**config.mk**
```make
export PLATFORM = sky130hd
export DESIGN_NAME = key_intr_fifo_flat
export DESIGN_NICKNAME = d
export VERILOG_FILES = /design/src/rtl/key_intr_fifo_pkg.sv /design/src/rtl/key_intr_fifo_if.sv /design/src/rtl/key_intr_fifo_sync_edge.sv /design/src/rtl/key_intr_fifo.sv /design/src/flat_wrapper.sv
export SDC_FILE = /design/constraint.sdc
export NUM_CORES = 1
export LEC_CHECK = 0
export CORE_MARGIN = 2
export CORE_UTILIZATION = 50
export DETAILED_ROUTE_END_ITERATION = 8
export GPL_TIMING_DRIVEN = 0
export PLACE_DENSITY = 0.85
export SLEW_MARGIN = 10
export SYNTH_ARGS = -nofsm -noshare
export SYNTH_HDL_FRONTEND = slang
export SYNTH_SLANG_ARGS = --single-unit
```
**constraint.sdc**
```tcl
create_clock -name CLK -period 2.8 [get_ports CLK]
set_input_delay 0.56 -clock CLK [delete_from_list [all_inputs] [get_ports CLK]]
set_output_delay 0.56 -clock CLK [all_outputs]
set_load 0.005 [all_outputs]
```
**src/rtl/key_intr_fifo_pkg.sv**
```systemverilog
// Shared keypad definitions: key code width, keypad code map and the interrupt FSM encoding.
package key_pkg;

    localparam int KEY_W = 4;

    typedef enum logic [1:0] {
        IDLE,
        PULSE,
        WAIT
    } intr_state_t;

    localparam logic [KEY_W-1:0] KEY_0     = 4'h0;
    localparam logic [KEY_W-1:0] KEY_1     = 4'h1;
    localparam logic [KEY_W-1:0] KEY_2     = 4'h2;
    localparam logic [KEY_W-1:0] KEY_3     = 4'h3;
    localparam logic [KEY_W-1:0] KEY_4     = 4'h4;
    localparam logic [KEY_W-1:0] KEY_5     = 4'h5;
    localparam logic [KEY_W-1:0] KEY_6     = 4'h6;
    localparam logic [KEY_W-1:0] KEY_7     = 4'h7;
    localparam logic [KEY_W-1:0] KEY_8     = 4'h8;
    localparam logic [KEY_W-1:0] KEY_9     = 4'h9;
    localparam logic [KEY_W-1:0] KEY_STAR  = 4'hA;
    localparam logic [KEY_W-1:0] KEY_POUND = 4'hB;

endpackage

```
**src/rtl/key_intr_fifo_if.sv**
```systemverilog
// Scanner-side key event and MCU-side IN-port/interrupt signals of the key FIFO.
interface key_intr_fifo_if #(
    parameter int DEPTH = 4
);
    logic                       PRESS;
    logic [key_pkg::KEY_W-1:0]  DATA;
    logic                       RD;
    logic                       CLR_OVF;
    logic [7:0]                 DOUT;
    logic [$clog2(DEPTH):0]     COUNT;
    logic                       EMPTY;
    logic                       FULL;
    logic                       OVF;
    logic                       INTR;

    modport master (
        output PRESS, DATA, RD, CLR_OVF,
        input  DOUT, COUNT, EMPTY, FULL, OVF, INTR
    );

    modport slave (
        input  PRESS, DATA, RD, CLR_OVF,
        output DOUT, COUNT, EMPTY, FULL, OVF, INTR
    );
endinterface

```
**src/rtl/key_intr_fifo_sync_edge.sv**
```systemverilog
// Two-flop synchronizer for an asynchronous level, followed by a one-cycle rising-edge pulse.
module sync_edge (
    input  logic clk_i,
    input  logic rst_ni,
    input  logic async_i,
    output logic rise_o
);
    logic meta_q;
    logic sync_q;
    logic dly_q;

    always_ff @(posedge clk_i or negedge rst_ni) begin
        if (!rst_ni) begin
            meta_q <= 1'b0;
            sync_q <= 1'b0;
            dly_q  <= 1'b0;
        end else begin
            meta_q <= async_i;
            sync_q <= meta_q;
            dly_q  <= sync_q;
        end
    end

    assign rise_o = sync_q & ~dly_q;
endmodule

```
**src/rtl/key_intr_fifo.sv**
```systemverilog
// Buffers keypad codes in a small FIFO and raises one fixed-width INTR pulse per buffered key.
module key_intr_fifo
    import key_pkg::*;
#(
    parameter int DEPTH    = 4,
    parameter int INTR_LEN = 3
) (
    input logic            CLK,
    input logic            RST_N,
    key_intr_fifo_if.slave bus
);
    localparam int PTR_W  = $clog2(DEPTH);
    localparam int CNT_W  = PTR_W + 1;
    localparam int ICNT_W = $clog2(INTR_LEN) + 1;

    logic              push;
    logic              empty;
    logic              full;
    logic              do_push;
    logic              do_pop;
    logic              drop;

    logic [KEY_W-1:0]  mem_q [DEPTH];
    logic [PTR_W-1:0]  wr_ptr_q, wr_ptr_d;
    logic [PTR_W-1:0]  rd_ptr_q, rd_ptr_d;
    logic [CNT_W-1:0]  count_q, count_d;
    logic              ovf_q, ovf_d;

    intr_state_t       state_q, state_d;
    logic [ICNT_W-1:0] icnt_q, icnt_d;
    logic              rd_seen_q, rd_seen_d;
    logic              intr;

    sync_edge u_press_edge (
        .clk_i  (CLK),
        .rst_ni (RST_N),
        .async_i(bus.PRESS),
        .rise_o (push)
    );

    assign empty   = (count_q == '0);
    assign full    = (count_q == CNT_W'(DEPTH));
    // A pop frees a slot in the same cycle, so a push at full still lands.
    assign do_pop  = bus.RD && !empty;
    assign do_push = push && (!full || do_pop);
    assign drop    = push && full && !do_pop;

    always_comb begin
        wr_ptr_d = wr_ptr_q;
        rd_ptr_d = rd_ptr_q;
        count_d  = count_q;
        ovf_d    = ovf_q;
        if (do_push) wr_ptr_d = wr_ptr_q + PTR_W'(1);
        if (do_pop)  rd_ptr_d = rd_ptr_q + PTR_W'(1);
        case ({do_push, do_pop})
            2'b10:   count_d = count_q + CNT_W'(1);
            2'b01:   count_d = count_q - CNT_W'(1);
            default: count_d = count_q;
        endcase
        if (drop)             ovf_d = 1'b1;
        else if (bus.CLR_OVF) ovf_d = 1'b0;
    end

    always_ff @(posedge CLK or negedge RST_N) begin
        if (!RST_N) begin
            wr_ptr_q <= '0;
            rd_ptr_q <= '0;
            count_q  <= '0;
            ovf_q    <= 1'b0;
        end else begin
            wr_ptr_q <= wr_ptr_d;
            rd_ptr_q <= rd_ptr_d;
            count_q  <= count_d;
            ovf_q    <= ovf_d;
        end
    end

    always_ff @(posedge CLK) begin
        if (do_push) mem_q[wr_ptr_q] <= bus.DATA;
    end

    always_ff @(posedge CLK or negedge RST_N) begin
        if (!RST_N) begin
            state_q   <= IDLE;
            icnt_q    <= '0;
            rd_seen_q <= 1'b0;
        end else begin
            state_q   <= state_d;
            icnt_q    <= icnt_d;
            rd_seen_q <= rd_seen_d;
        end
    end

    // A read during the pulse already acknowledged it, so skip WAIT and re-arm via IDLE.
    always_comb begin
        state_d   = state_q;
        icnt_d    = icnt_q;
        rd_seen_d = rd_seen_q;
        case (state_q)
            IDLE: begin
                if (!empty) begin
                    state_d   = PULSE;
                    icnt_d    = ICNT_W'(INTR_LEN - 1);
                    rd_seen_d = 1'b0;
                end
            end
            PULSE: begin
                if (icnt_q == '0) begin
                    state_d = (rd_seen_q || bus.RD) ? IDLE : WAIT;
                end else begin
                    icnt_d    = icnt_q - ICNT_W'(1);
                    rd_seen_d = rd_seen_q | bus.RD;
                end
            end
            WAIT: begin
                if (bus.RD) state_d = IDLE;
            end
            default: state_d = IDLE;
        endcase
    end

    always_comb begin
        intr = (state_q == PULSE);
    end

    assign bus.DOUT  = empty ? 8'h00 : {{(8 - KEY_W){1'b0}}, mem_q[rd_ptr_q]};
    assign bus.COUNT = count_q;
    assign bus.EMPTY = empty;
    assign bus.FULL  = full;
    assign bus.OVF   = ovf_q;
    assign bus.INTR  = intr;
endmodule

```
**src/flat_wrapper.sv**
```systemverilog
// flat-port wrapper written by rule: the top's interface ports become plain ports
module key_intr_fifo_flat import key_pkg::*;
#(
    parameter int DEPTH    = 4,
    parameter int INTR_LEN = 3
)
  (CLK, RST_N, bus_PRESS, bus_DATA, bus_RD, bus_CLR_OVF, bus_DOUT, bus_COUNT, bus_EMPTY, bus_FULL, bus_OVF, bus_INTR);
  key_intr_fifo_if #(.DEPTH(DEPTH)) bus_i ();
  input logic CLK;
  input logic RST_N;
  input wire logic [$bits(bus_i.PRESS)-1:0] bus_PRESS;
  input wire logic [$bits(bus_i.DATA)-1:0] bus_DATA;
  input wire logic [$bits(bus_i.RD)-1:0] bus_RD;
  input wire logic [$bits(bus_i.CLR_OVF)-1:0] bus_CLR_OVF;
  output wire logic [$bits(bus_i.DOUT)-1:0] bus_DOUT;
  output wire logic [$bits(bus_i.COUNT)-1:0] bus_COUNT;
  output wire logic [$bits(bus_i.EMPTY)-1:0] bus_EMPTY;
  output wire logic [$bits(bus_i.FULL)-1:0] bus_FULL;
  output wire logic [$bits(bus_i.OVF)-1:0] bus_OVF;
  output wire logic [$bits(bus_i.INTR)-1:0] bus_INTR;
  assign bus_i.PRESS = bus_PRESS;
  assign bus_i.DATA = bus_DATA;
  assign bus_i.RD = bus_RD;
  assign bus_i.CLR_OVF = bus_CLR_OVF;
  assign bus_DOUT = bus_i.DOUT;
  assign bus_COUNT = bus_i.COUNT;
  assign bus_EMPTY = bus_i.EMPTY;
  assign bus_FULL = bus_i.FULL;
  assign bus_OVF = bus_i.OVF;
  assign bus_INTR = bus_i.INTR;
  key_intr_fifo #(.DEPTH(DEPTH), .INTR_LEN(INTR_LEN)) u_core (.CLK(CLK), .RST_N(RST_N), .bus(bus_i));
endmodule
```
==> images/met1.png <==
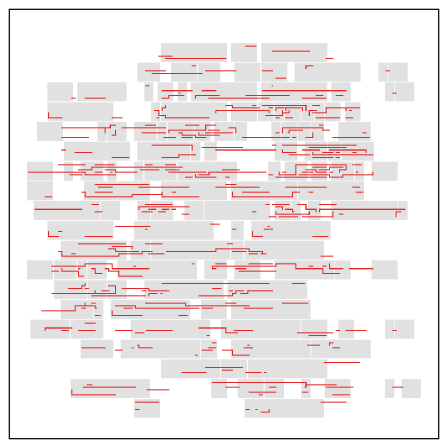
wire length on this layer: 916 um
nets with wire on the layer: 132
share of all routed wire: 38%
longest straight run: 14.7 um
main direction: horizontal

==> images/met2.png <==
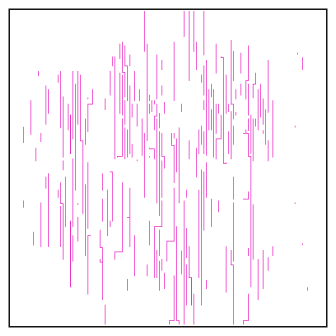
longest straight run: 25.2 um
nets with wire on the layer: 131
wire length on this layer: 1,260 um
share of all routed wire: 52%

==> results.cfg <==
; flow metrics
[status]
status = finished, violations left
violations = DRC

[layout]
dominant_cells = registers
final-clk-cell-share_pct = 2.855
layout-drive-gt1-share_pct = 17.39
flops = 33
n_clock_buffer = 6
comb_share_pct = 29.25
logic_area_um2 = 525.5
nNetsFinal = 154
antenna_cells = 0

[pwr]
p_int_mw = 1.139
swShare_pct = 33.20
power_leader = sequential cells
clockPowerShare_pct = 14.7
pg_clk_uw = 250
powerDensity_nw_per_um2 = 948.9
p_leak_nw = 0.7542
peakVddDrop_uv = 489.9
p_switching_uw = 566.1

[flow_run]
warnings = 30

[synth]
yosys_area_um2 = 1505
yosys.cell_count.top_type = dfrtp_1
ys_seq_share_pct = 60.18
synthDistinctLibCells = 33
syn_area_um2 = 1505
yosysTopAreaCell = edfxtp_1
yosys_cells = 108
async_reset_ff_share_pct = 51.52
logic_family = simple AND/OR/NAND/NOR gates
synth-xor-area-share_pct = 3.491
ys_sh_adder_pct = 7.149
numSynthFlops = 33
flop_cell = dfrtp_1
synth-edff-count = 16
syn_avg_cell_area_um2 = 13.94
yosys.area_share.aoi_pct = 4.821

[critical_path]
path_class = in2reg
cp.arrival_ps = 2900
crit_family = simple AND/OR/NAND/NOR gates
worst_setup_path_end_kind = flip-flop
ff2ff_path_depth = 9
path_buffers = 3
r2r_end = u_core.bus.COUNT[2]$_DFFE_PN0P_
r2r_slack_ps = 420
worstPathCellList = clkdlybuf4s50_1 > or4b_1 > nor3b_4 > inv_1 > ha_1 > inv_1 > fa_1 > xor2_1 > nor2_1 > xor2_1
crit_required_ps = 3080
cp-startpoint = bus_RD
critPathSlowestCell = or4b_1

[clock_tree]
clock_latency_ps = 340
holdBufCountCts = 0
cts_resized = 0
cts_max_level = 2
clk_pin_slew_ps = 100
cts_tree = done

[global_route]
grt_max_degree = 18
grt_pass1_vias = 934
grtUsageTotal_pct = 17.27
antenna_found_initial = 0

[hold_path]
worstHoldEndpoint = u_core.u_press_edge.sync_q$_DFF_PN0_
min_from = u_core.u_press_edge.meta_q$_DFF_PN0_
holdPathStages = 0

[route]
wl_met3_um = 147
met2_wirelength_mm = 1.257
first_pass_iters = 6
final_antenna_net_count = 0
wl_per_cell_um = 14.18
routed.top_layer = met4
drt_drc_violations_left = 2

[final_timing]
setup_violations = 0
slew_headroom_pct = 52.32
timing.setup.tns_ps = 0

[placement]
dp_hpwl_mm = 1.782
placedInstanceArea_um2 = 1745
numPortBuffers = 19
place_ws_ps = -178.9

[die]
die_h_um = 58.87
io_pins = 24
rows = 19
die_area_um2 = 3465
fp_util_pct = 53.66
==> images/met3.png <==
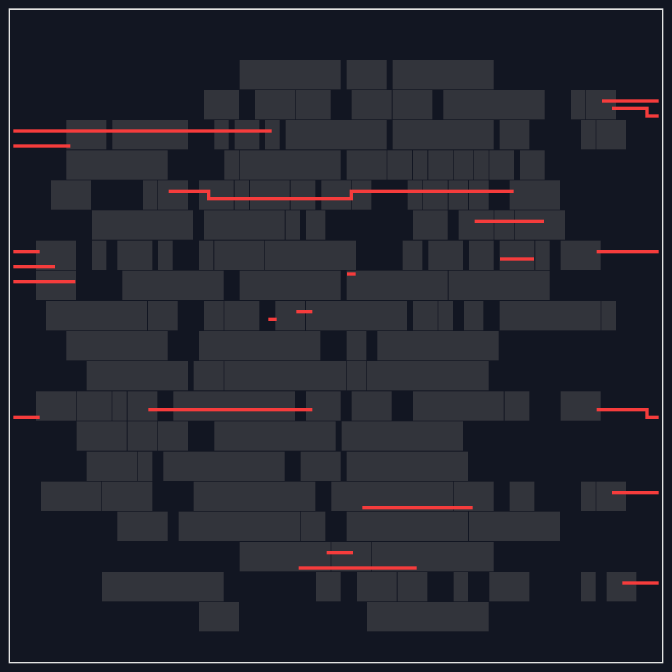
wire length on this layer: 147 um
longest straight run: 23.0 um
Post-Route WL: 2.397 mm
GR met3 Demand/Resource: 7.473%
DR vias: 872

==> images/registers.png <==
Scale bar: 20 um. Other sequential cells in the stronger gray, the rest of the logic in the fainter gray.
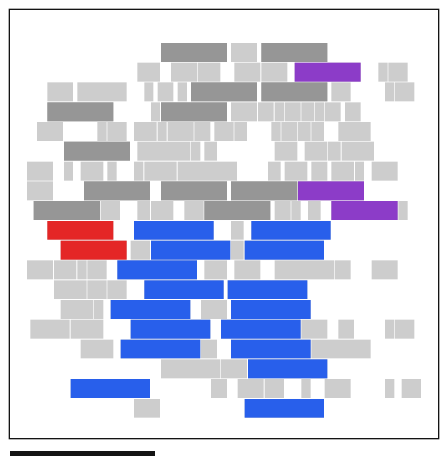
[u_core.mem_q] blue | flops: 16
[u_core.icnt_q] purple | flops: 3
[u_core.wr_ptr_q] red | flops: 2
sequential share of cell area: 50.42%
Finished Core Util: 64.05%

==> routing by layer <==
metal	GRT usage (%)	vias up
met5	0	-
met4	8.766	0
met3	7.473	8
met2	27.62	25
met1	19.73	416
li1	-	423
==> worst register-to-register path, stage by stage, from the launching register on <==
cell	delay (ps)
dfrtp_1	450
or4b_1	590
nor3b_4	210
inv_1	60
ha_1	170
inv_1	60
fa_1	370
xor2_1	150
nor2_1	110
xor2_1	150
==> sequential cells by signal, summed over array words and instances, names as in the netlist <==
name and cells:
u_core.wr_ptr_q 2, u_core.state_q 2, u_core.rd_ptr_q 2, u_core.icnt_q 3, u_core.bus.OVF 1, u_core.u_press_edge.dly_q 1, u_core.u_press_edge.meta_q 1, u_core.bus.COUNT 3
u_core.mem_q 16, u_core.u_press_edge.sync_q 1, u_core.rd_seen_q 1
